==> config.mk <==
export PLATFORM = sky130hd
export DESIGN_NAME = data_memory_responder
export DESIGN_NICKNAME = d
export VERILOG_FILES = /design/src/rtl/data_memory_responder.sv
export SDC_FILE = /design/constraint.sdc
export NUM_CORES = 2
export LEC_CHECK = 0
export ABC_AREA = 1
export CORE_MARGIN = 3
export CORE_UTILIZATION = 50
export DETAILED_ROUTE_END_ITERATION = 7
export PLACE_DENSITY = 0.68
export SLEW_MARGIN = 20
export SYNTH_ARGS = -nofsm -noshare
export SYNTH_HDL_FRONTEND = slang
export SYNTH_MEMORY_MAX_BITS = 65536
export SYNTH_SLANG_ARGS = --single-unit
==> constraint.sdc <==
create_clock -name CLK -period 14 [get_ports CLK]
set_input_delay 2.1 -clock CLK [delete_from_list [all_inputs] [get_ports CLK]]
set_output_delay 2.1 -clock CLK [all_outputs]
set_load 0.005 [all_outputs]
Figure 1. Supply network.
Bar = 200 um. Pins as bars on the die edge.
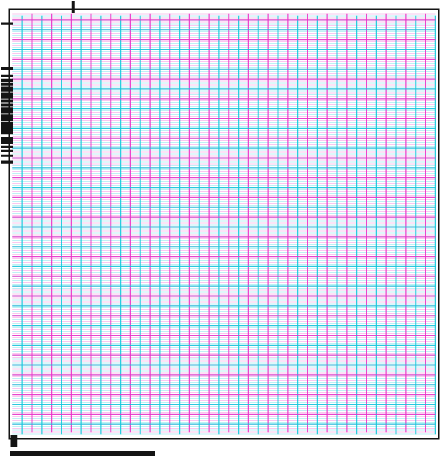
magenta -> VDD
cyan -> VSS
rows = 213
met5 straps = 42
met4 straps = 43
Die Ht: 590 um
Peak VDD IR: 0.000204 V
die width: 590 um
total core area: 0.338 mm^2

Figure 2. Cell classes on the final placement.
Bar = 200 um.
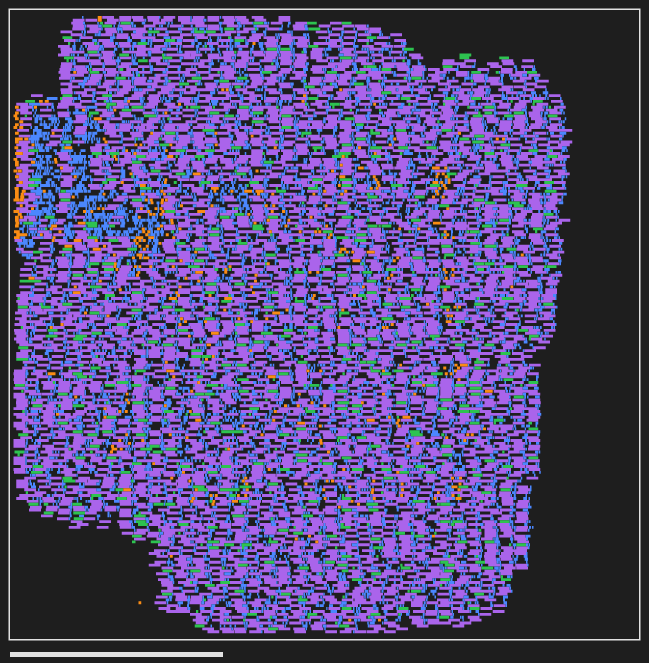
purple -> registers  # cells 4204, share of their area 68%
green -> clock drivers and dummy loads  # cells 755, share of their area 7.2%
blue -> remaining logic cells  # cells 9250, share of their area 22%
orange -> remaining buffers and delay cells  # cells 469, share of their area 2.2%
row cnt: 213
Final Core Density: 0.563

Figure 3. Routed clock nets over the placement.
Bar = 200 um.
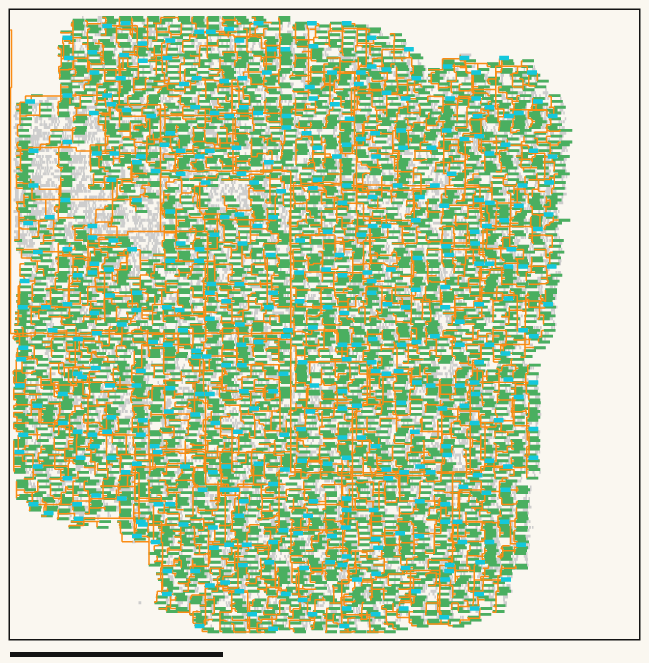
green -> flip-flops  # count 4204
orange -> clock wires  # length 44.8 mm
cyan -> clock-net drivers  # count 407
flops lie = widely spread
Clk network pwr share: 0.354
clk_skew: 0.0583 ns
Power Clock: 0.0110 W
Latency at later pin: 0.98 ns

==> run_results.csv <==
group,metric,value,unit
layout,final_common_cell,"nand2_1",
critical_path,endpoint_kind,"output port",
synthesis,top_area_frac,0.737,
critical_path,worstPathRequired,11.90,ns
cts,cts_made_buffers,407,
layout,seq_area,0.126,mm^2
synthesis,syn_nets,14500,
global_routing,grt_pass1_vias,105000,
timing,min_period_over_period,0.682,
worst_hold_path,holdPathStages,2,
layout,mostFrequentLayoutCells,"4420 x nand2_1, 4192 x edfxtp_1, 4076 x nand3_1",
place,dp_slack,4.75,ns
critical_path,cp_max_fo,147,
critical_path,slowest_stage,"buf_4",
job,drv_cap,0,
timing,hold_viol,0,
cts,cts.sinks,4204,
cts,holdBufCountCts,0,
timing,worst_pin_slew,1.40,ns
routing,ant_nets,0,
critical_path,setup.worst_path.class,"input pin to output port",
global_routing,grt_max_degree,184,
routing,drc_errors,0,
cts,cts_tree,"done",
synthesis,ys_cells,14400,
layout,fin_nets,14400,
critical_path,crit_arrival,7.45,ns
layout,syn_to_final_growth,11.5,%
run_status,outcome,"completed",
timing,rsz0062_at_grt,"no",
timing,setup_violations,0,
[per-stage QoR]
step | instances | util | hold WS (ns) | area [um^2]
2_1_floorplan | 14400 | - | 0.445 | 171000
3_3_place_gp | 18400 | 0.523 | 0.452 | 177000
3_5_place_dp | 18400 | 0.523 | 0.457 | 177000
4_1_cts | 19200 | 0.563 | 0.473 | 190000
5_1_grt | 19200 | 0.563 | 0.528 | 190000
6_report | 19200 | 0.563 | 0.474 | 190000
[power breakdown]
part	internal, W	switching (W)
clock network	0.00631	0.00474
logic	0.000689	0.00375
registers	0.0157	0.0000310
[area by class of cell]
cell class,instances,share of cell area
clock buffers,505,0.0557
diodes,8,0.000105
clock inverters,250,0.0146
repair buffers,469,0.0213
flip-flops and latches,4204,0.662
inverters,112,0.00244
well taps,4515,0.0297
multi-input cells,9138,0.214
[Yosys cell counts (all sizes together)]
cell     instances
a31oi            1
mux2i           17
or3b             1
a22o             1
and2             2
nor3             4
nor4             1
xor2            13
ha               7
clkbuf         718
fa               1
a22oi           12
edfxtp        4192
nor2           312
a32oi           16
o2111ai          1
nand2         4436
o21ai          113
clkinv           3
nor3b            1
o22ai            4
a221oi          16
o211ai           7
or2              2
inv            109
a211oi           1
nand3         4076
dfxtp           12
buf            273
a21oi           89
nand4            3
xnor2            1
[logic make-up after synthesis]
| kind of cell | count (synthesis) | synth area share |
|---|---|---|
| AND-OR/OR-AND | 261 | 0.00873 |
| XOR/XNOR | 14 | 0.000718 |
| adder cells (fa/ha/maj) | 8 | 0.000630 |
| buffers and inverters | 1103 | 0.0256 |
| flip-flops | 4204 | 0.739 |
| multiplexers | 17 | 0.000997 |
| AND/OR/NAND/NOR | 8838 | 0.225 |
[per-layer routing]
layer  part of all wire  vias to the layer above  global-route usage  routed length, um
li1                   -                    51300                   -                  -
met1               0.39                    55000               0.359             180000
met2               0.46                     5859               0.406             216000
met3               0.11                      954              0.0535              49300
met4              0.044                        8               0.105              20400
met5            0.00013                        -                   0                 59
[critical path, delay by kind of cell]
| family | cells | cell delay, ns |
|---|---|---|
| AND/OR/NAND/NOR | 13 | 2.27 |
| buffers and inverters | 5 | 2.68 |
Power figures rest on the tool's default switching activity, not on a simulated workload.
